## src/rtl/uart_pkg.sv

```systemverilog
// Shared UART definitions: FSM state encoding and timing limits used by both TX and RX.
package uart_pkg;

    localparam int DEFAULT_DATA_WIDTH = 8;
    localparam int MIN_PRESCALE       = 4;

    localparam logic [2:0] ST_IDLE   = 3'd0;
    localparam logic [2:0] ST_START  = 3'd1;
    localparam logic [2:0] ST_DATA   = 3'd2;
    localparam logic [2:0] ST_PARITY = 3'd3;
    localparam logic [2:0] ST_STOP   = 3'd4;

endpackage

```

## src/rtl/uart_tx_baud_cnt.sv

```systemverilog
// Edge counter and bit index for the transmitter; bit_done pulses in the last cycle of each bit.
module uart_tx_baud_cnt #(
    parameter int PRESCALE_WIDTH = 8,
    parameter int IDX_W          = 3
) (
    input  logic                      clk,
    input  logic                      rst,
    input  logic                      clear,
    input  logic                      run,
    input  logic                      bit_adv,
    input  logic [PRESCALE_WIDTH-1:0] prescale,
    output logic                      bit_done,
    output logic [IDX_W-1:0]          bit_idx
);

    logic [PRESCALE_WIDTH-1:0] cnt_q, cnt_d;
    logic [IDX_W-1:0]          idx_q, idx_d;

    assign bit_done = run && (cnt_q == prescale - PRESCALE_WIDTH'(1));
    assign bit_idx  = idx_q;

    // The counter clears on every bit boundary, so each bit lasts exactly prescale cycles.
    always_comb begin
        cnt_d = '0;
        idx_d = idx_q;
        if (clear) begin
            cnt_d = '0;
            idx_d = '0;
        end else if (run) begin
            cnt_d = bit_done ? '0 : cnt_q + PRESCALE_WIDTH'(1);
            if (bit_done && bit_adv) begin
                idx_d = idx_q + IDX_W'(1);
            end
        end
    end

    always_ff @(posedge clk or posedge rst) begin
        if (rst) begin
            cnt_q <= '0;
            idx_q <= '0;
        end else begin
            cnt_q <= cnt_d;
            idx_q <= idx_d;
        end
    end

endmodule

```

## src/rtl/uart_tx_up.sv

```systemverilog
// UART transmitter: start bit, LSB-first data, optional even/odd parity, one stop bit.
// Handshake: DATA_VALID is taken only in the cycle busy=0; requests seen while busy=1 are dropped.
module uart_tx_up
    import uart_pkg::*;
#(
    parameter int DATA_WIDTH     = DEFAULT_DATA_WIDTH,
    parameter int PRESCALE_WIDTH = 8
) (
    input  logic                      clk,
    input  logic                      rst,
    input  logic [DATA_WIDTH-1:0]     P_DATA,
    input  logic                      DATA_VALID,
    input  logic                      PAR_EN,
    input  logic                      PAR_TYP,
    input  logic [PRESCALE_WIDTH-1:0] prescale,
    output logic                      TX_OUT,
    output logic                      busy,
    output logic [2:0]                state_dbg
);

    localparam int IDX_W = (DATA_WIDTH > 1) ? $clog2(DATA_WIDTH) : 1;
    localparam logic [IDX_W-1:0] LAST_IDX = IDX_W'(DATA_WIDTH - 1);
    localparam logic [PRESCALE_WIDTH-1:0] PRESC_MIN = PRESCALE_WIDTH'(MIN_PRESCALE);

    logic [2:0]                state_q, state_d;
    logic [DATA_WIDTH-1:0]     shift_q, shift_d;
    logic                      par_en_q, par_en_d;
    logic                      par_bit_q, par_bit_d;
    logic [PRESCALE_WIDTH-1:0] presc_q, presc_d;
    logic                      tx_q, tx_d;
    logic                      busy_q, busy_d;

    logic                      accept;
    logic                      bit_done;
    logic [IDX_W-1:0]          bit_idx;
    logic [PRESCALE_WIDTH-1:0] presc_clamped;

    assign presc_clamped = (prescale < PRESC_MIN) ? PRESC_MIN : prescale;
    assign accept        = (state_q == ST_IDLE) && DATA_VALID;

    uart_tx_baud_cnt #(
        .PRESCALE_WIDTH(PRESCALE_WIDTH),
        .IDX_W         (IDX_W)
    ) u_baud (
        .clk     (clk),
        .rst     (rst),
        .clear   (accept),
        .run     (state_q != ST_IDLE),
        .bit_adv (state_q == ST_DATA),
        .prescale(presc_q),
        .bit_done(bit_done),
        .bit_idx (bit_idx)
    );

    always_comb begin
        state_d   = state_q;
        shift_d   = shift_q;
        par_en_d  = par_en_q;
        par_bit_d = par_bit_q;
        presc_d   = presc_q;
        case (state_q)
            ST_IDLE: begin
                if (DATA_VALID) begin
                    state_d   = ST_START;
                    shift_d   = P_DATA;
                    par_en_d  = PAR_EN;
                    par_bit_d = (^P_DATA) ^ PAR_TYP;
                    presc_d   = presc_clamped;
                end
            end
            ST_START:  if (bit_done) state_d = ST_DATA;
            ST_DATA: begin
                if (bit_done) begin
                    shift_d = shift_q >> 1;
                    if (bit_idx == LAST_IDX) begin
                        state_d = par_en_q ? ST_PARITY : ST_STOP;
                    end
                end
            end
            ST_PARITY: if (bit_done) state_d = ST_STOP;
            ST_STOP:   if (bit_done) state_d = ST_IDLE;
            default:   state_d = ST_IDLE;
        endcase

        // Line level is decoded from the next state so TX_OUT stays a plain register.
        case (state_d)
            ST_START:  tx_d = 1'b0;
            ST_DATA:   tx_d = shift_d[0];
            ST_PARITY: tx_d = par_bit_q;
            default:   tx_d = 1'b1;
        endcase
        busy_d = (state_d != ST_IDLE);
    end

    always_ff @(posedge clk or posedge rst) begin
        if (rst) begin
            state_q   <= ST_IDLE;
            shift_q   <= '0;
            par_en_q  <= 1'b0;
            par_bit_q <= 1'b0;
            presc_q   <= PRESC_MIN;
            tx_q      <= 1'b1;
            busy_q    <= 1'b0;
        end else begin
            state_q   <= state_d;
            shift_q   <= shift_d;
            par_en_q  <= par_en_d;
            par_bit_q <= par_bit_d;
            presc_q   <= presc_d;
            tx_q      <= tx_d;
            busy_q    <= busy_d;
        end
    end

    assign TX_OUT    = tx_q;
    assign busy      = busy_q;
    assign state_dbg = state_q;

endmodule

```

## config.mk

```make
export PLATFORM = sky130hd
export DESIGN_NAME = uart_tx_up
export DESIGN_NICKNAME = d
export VERILOG_FILES = /design/src/rtl/uart_pkg.sv /design/src/rtl/uart_tx_baud_cnt.sv /design/src/rtl/uart_tx_up.sv
export SDC_FILE = /design/constraint.sdc
export NUM_CORES = 1
export LEC_CHECK = 0
export ABC_AREA = 0
export CAP_MARGIN = 20
export CELL_PAD_IN_SITES_DETAIL_PLACEMENT = 0
export CELL_PAD_IN_SITES_GLOBAL_PLACEMENT = 1
export CORE_UTILIZATION = 42
export CTS_CLUSTER_DIAMETER = 50
export DETAILED_ROUTE_END_ITERATION = 16
export HOLD_SLACK_MARGIN = 0.02
export PLACE_DENSITY = 0.78
export SLEW_MARGIN = 40
export SYNTH_ARGS = -nofsm -noshare
export SYNTH_HDL_FRONTEND = slang
export SYNTH_SLANG_ARGS = --single-unit
```

## constraint.sdc

```tcl
create_clock -name clk -period 2.42 [get_ports clk]
set_input_delay 0.484 -clock clk [delete_from_list [all_inputs] [get_ports clk]]
set_output_delay 0.484 -clock clk [all_outputs]
set_load 0.01 [all_outputs]
```

**Run 1: wires at chosen ports, followed through buffers**

Scale: 6 px per um.
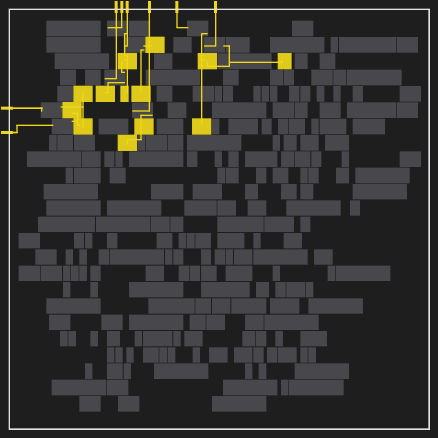
[yellow] P_DATA | direction: input | end cells: 13 | wire: 153 um

**Run 1: ports around the boundary**

Scale: 4 px per um. Pins as bars across the die edge, other pins in grey.
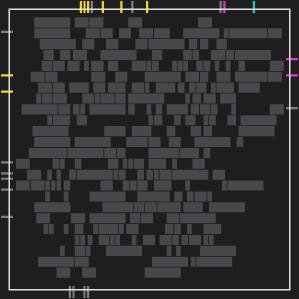
[yellow] P_DATA | pins: 8 | direction: input | edge: 6 top, 2 left
[cyan] TX_OUT | pins: 1 | direction: output | edge: top
[magenta] state_dbg | pins: 3 | direction: output | edge: 2 right, 1 top
all pins by edge: 11 top, 8 left, 4 bottom, 3 right

**Run 1: signal wires by layer**

Scale: 6 px per um.
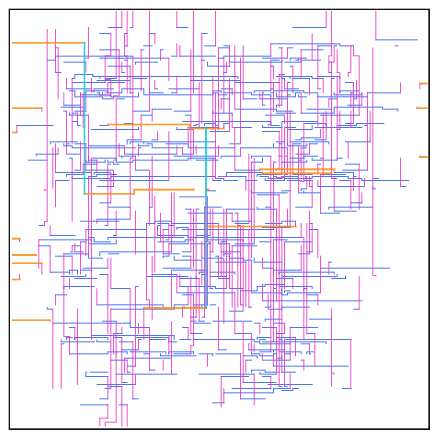
[cyan] met4 | wire length: 55.1 um
[blue] met1 | wire length: 1810 um
[magenta] met2 | wire length: 1950 um
[orange] met3 | wire length: 127 um

==> impl_metrics.py, run 1 <==
# Flow results
metrics = {
    "final_timing": {
        "tightest_slew_ps": 442,
        "finalWorstSetupSlack_ps": 56.9,
        "timing.hold.ws_ps": 486,
        "fin_worst_skew_ps": 9.23,
    },
    "critical_path": {
        "crit_start": "presc_q[0]",
        "startpoint_type": "flop",
        "crit_family": "simple AND/OR/NAND/NOR gates",
        "worstRegToRegCells": 8,
        "arrival_ps": 2580,
    },
    "yosys": {
        "top_logic_kind": "simple AND/OR/NAND/NOR gates",
        "synthesis.area_um2": 1930,
        "yosys-top-cells-count": "dfrtp_1, nand2_1, nor2_1",
        "netlist_instances": 201,
        "ys_sh_xor_pct": 12.1,
        "ys.flops": 34,
    },
    "finish": {
        "stdcell_area_um2": 2410,
        "num-nonclk-inverters": 7,
        "syn_to_final_growth_pct": 25.1,
        "logic_gate_count": 151,
        "finalNonFillerCells": 286,
        "seq-cell-share_pct": 35.4,
        "clkCellAreaFrac_pct": 3.94,
    },
    "power_and_ir_drop": {
        "powerClk_mw": 0.444,
        "peakVddDrop_mv": 0.430,
        "swShare_pct": 38.7,
        "pg_comb_mw": 1.06,
        "p_switching_mw": 0.982,
        "power.density_nw_per_um2": 1050,
        "maxPowerGroup": "combinational logic",
    },
    "cts": {
        "cts_setup_buffers": 0,
        "cts_resized": 0,
        "cts_buffer_depth": 2,
        "cts_tree": "built",
        "cts_max_level": 2,
    },
    "placed_design": {
        "pre_cts_slack_ps": 36.8,
        "place_inst": 275,
    },
    "run": {
        "max_cap_violations": 0,
    },
    "detailed_routing": {
        "via_count": 1493,
        "met3_length_um": 126,
        "wl_um": 3940,
    },
    "floorplan": {
        "io_pins": 26,
        "initCoreUtil_pct": 43.9,
        "chip_area_um2": 4860,
    },
    "outcome": {
        "outcome": "completed",
    },
    "min_path": {
        "min_path_cells": 1,
        "holdPathEnd": "shift_q[1]",
    },
    "grt": {
        "use_met3_pct": 4.51,
    },
}
**Run 1: routing congestion**

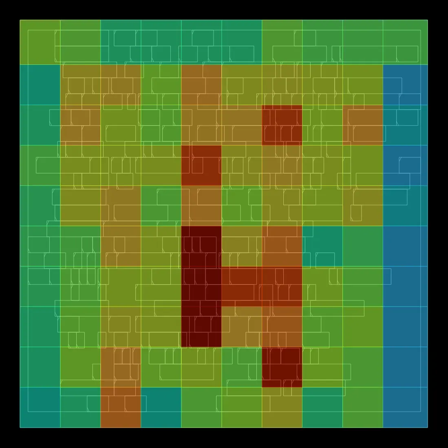

==> run 2, diff against run 1 <==
- CORE_UTILIZATION: 42 -> 47
- CTS_BUF_LIST: not set -> sky130_fd_sc_hd__clkbuf_8
- PLACE_DENSITY: 0.78 -> 0.86
- clock period: 2.42 -> 2.8 ns (I/O delays scaled with it)
**Run 2: routing congestion**

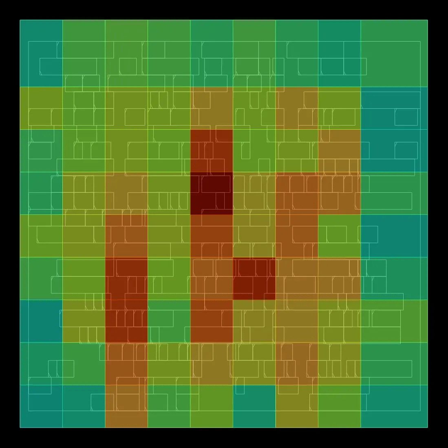
gr usage total: 20.9%
GR Util met1: 26.9%

==> run 2 against run 1 <==
Against the previous run: wire length about the same; area after synthesis did not move; clock power decreased by 17%; total power shrank 18%; clock skew decreased by 3.7 ps; critical path type unchanged; largest cell class unchanged.
==> impl_metrics.py, run 2 <==
# Flow results
metrics = {
    "yosys": {
        "mux_area_share_pct": 2.86,
        "top_logic_kind": "simple AND/OR/NAND/NOR gates",
        "ys.flops": 34,
        "synthesis.area_um2": 1930,
        "yosys-top-cells-count": "dfrtp_1, nand2_1, nor2_1",
        "ys_sh_xor_pct": 12.1,
        "ff_type": "dfrtp_1",
    },
    "cts": {
        "cts_buffer_depth": 2,
        "cts_max_level": 2,
        "cts_resized": 0,
        "cts_tree": "built",
        "cts_setup_buffers": 0,
    },
    "finish": {
        "stdcell_area_um2": 2300,
        "clkCellAreaFrac_pct": 4.14,
        "most-common-layout-cells": "dfrtp_1, nand2_1, clkdlybuf4s50_1, nor2_1",
        "num-nonclk-inverters": 7,
        "diodes": 0,
        "seq-cell-share_pct": 37.1,
        "finalNonFillerCells": 276,
    },
    "power_and_ir_drop": {
        "p_switching_mw": 0.797,
        "swShare_pct": 38.2,
        "pg_comb_mw": 0.822,
        "maxPowerGroup": "sequential cells",
        "power.density_nw_per_um2": 907,
        "peakVddDrop_mv": 0.444,
    },
    "critical_path": {
        "worstRegToRegCells": 9,
        "required_ps": 3010,
        "crit_family": "AND-OR/OR-AND gates",
        "arrival_ps": 2700,
        "crit_start": "presc_q[0]",
        "startpoint_type": "flop",
    },
    "run": {
        "max_cap_violations": 0,
    },
    "final_timing": {
        "fin_worst_skew_ps": 5.52,
        "finalWorstSetupSlack_ps": 301,
        "tightest_slew_ps": 551,
    },
    "placed_design": {
        "gp_congestion": 0.857,
        "pre_cts_slack_ps": 344,
    },
    "floorplan": {
        "io_pins": 26,
    },
    "detailed_routing": {
        "wl_um": 3940,
        "via_count": 1485,
    },
    "outcome": {
        "outcome": "completed",
    },
    "min_path": {
        "min_path_cells": 1,
        "holdPathEnd": "shift_q[4]",
    },
}
**Run 2: sequential cells coloured by netlist name**

Scale: 4 px per um. Other sequential cells in the stronger grey, the rest of the logic in the fainter grey.
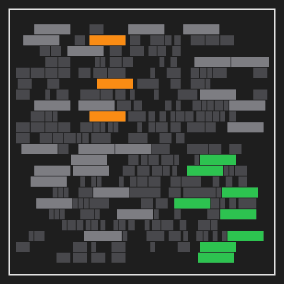
[orange] u_baud.bit_idx | placed flops: 3
[green] u_baud.cnt_q | placed flops: 8

==> run 3, diff against run 2 <==
- SLEW_MARGIN: 40 -> not set
**Run 3: sequential cells coloured by netlist name**

Scale: 4 px per um. Other sequential cells in the stronger grey, the rest of the logic in the fainter grey.
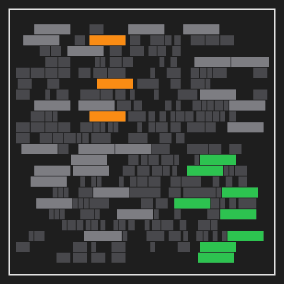
[green] u_baud.cnt_q | placed flops: 8
[orange] u_baud.bit_idx | placed flops: 3
not coloured: 23

**Run 3: routing congestion**

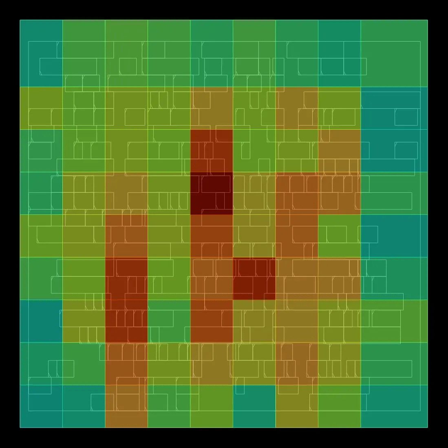
met2 Use GR: 34.3%
Final Util: 60.5%
WL per Instance: 14.3 um

==> run 3 against run 2 <==
Against the previous run: wire length stayed put; clock skew unchanged; via count did not move; sequential power hardly changed; global-route usage is the same; hold slack did not move; register-to-register slack about the same; sequential share of layout area is the same; design area unchanged; utilization is the same; maximum frequency did not move; critical path type unchanged; critical endpoint unchanged.
==> impl_metrics.py, run 3 <==
# Flow results
metrics = {
    "finish": {
        "logic_gate_count": 151,
        "diodes": 0,
        "stdcell_area_um2": 2300,
        "finalNonFillerCells": 276,
        "syn_to_final_growth_pct": 19.3,
        "clkCellAreaFrac_pct": 4.14,
        "layout-drive-gt1-share_pct": 8.33,
        "seq-cell-share_pct": 37.1,
        "comb_area_share_pct": 43.1,
        "num-nonclk-inverters": 7,
        "most-common-layout-cells": "dfrtp_1, nand2_1, clkdlybuf4s50_1, nor2_1",
    },
    "yosys": {
        "synth_nets": 226,
        "yosysMostFrequentCell": "dfrtp_1",
        "top_logic_kind": "simple AND/OR/NAND/NOR gates",
        "ff_type": "dfrtp_1",
        "mux_area_share_pct": 2.86,
        "topCellsByArea": "dfrtp_1, nand2_1, xnor2_1",
        "synth_async_sr_flop_share_pct": 100,
        "netlist_instances": 201,
        "synth-area-yosys_um2": 1930,
        "ys_warn_count": 0,
        "yosys-top-cells-count": "dfrtp_1, nand2_1, nor2_1",
        "ys.flops": 34,
        "ys_sh_xor_pct": 12.1,
        "ys_seq_share_pct": 44.3,
        "top_cell_area_share_pct": 41.6,
        "synthesis.area_um2": 1930,
        "yosysCellCount": 201,
    },
    "detailed_routing": {
        "wl_um": 3940,
        "met3_length_um": 150,
        "ant_nets": 0,
        "via_count": 1485,
        "first_pass_iters": 4,
    },
    "critical_path": {
        "required_ps": 3010,
        "path_cells": "inv_1 -> ha_1 -> xnor3_1 -> nand3_1 -> a221oi_2 -> o211ai_2 -> mux2i_1 -> or2_2 -> o32a_1",
        "crit_start": "presc_q[0]",
        "worstRegToRegCells": 9,
        "arrival_ps": 2700,
        "path_max_fanout": 11,
        "startpoint_type": "flop",
        "crit_family": "AND-OR/OR-AND gates",
        "reg2reg_from": "presc_q[0]",
    },
    "power_and_ir_drop": {
        "pg_comb_mw": 0.822,
        "swShare_pct": 38.2,
        "power.density_nw_per_um2": 907,
        "sequentialPowerShare_pct": 42.8,
        "combPwrFrac_pct": 39.4,
        "peakVddDrop_mv": 0.444,
        "powerClk_mw": 0.370,
        "p_leak_nw": 1.07,
        "maxPowerGroup": "sequential cells",
        "p_switching_mw": 0.797,
    },
    "final_timing": {
        "tightest_slew_ps": 551,
        "min_period_ps": 2500,
        "drv_slew": 0,
        "finalSetupTns_ps": 0,
        "finalWorstSetupSlack_ps": 301,
        "fin_worst_skew_ps": 5.52,
        "relSlewSlack_pct": 63.1,
        "timing.hold.ws_ps": 483,
    },
    "grt": {
        "grt_pass1_vias": 1500,
        "grt_use_met1_pct": 26.9,
        "use_met3_pct": 4.14,
        "grt_overflow": 0,
        "grtUsageTotal_pct": 20.9,
        "grt_max_degree": 35,
    },
    "min_path": {
        "min_path_cells": 1,
        "holdPathEnd": "shift_q[4]",
    },
    "floorplan": {
        "initCoreUtil_pct": 50.7,
        "chip_area_um2": 4360,
        "io_pins": 26,
    },
    "placed_design": {
        "io_buffers": 25,
        "pre_cts_slack_ps": 344,
        "place_inst": 268,
        "gp_congestion": 0.857,
        "place_area_um2": 2200,
    },
    "cts": {
        "cts_buffer_depth": 2,
        "clkTransAtPathRegs_ps": 70,
        "root_buffer": "clkbuf_8",
        "cts.sinks": 34,
        "cts_resized": 0,
        "numCtsBuffers": 5,
        "cts_max_level": 2,
        "cts_setup_buffers": 0,
        "ctsHoldBuffers": 0,
        "cts_tree": "built",
    },
    "outcome": {
        "outcome": "completed",
    },
    "run": {
        "max_cap_violations": 0,
    },
}
No activity file was given, so power comes from the tool's default toggle rates.
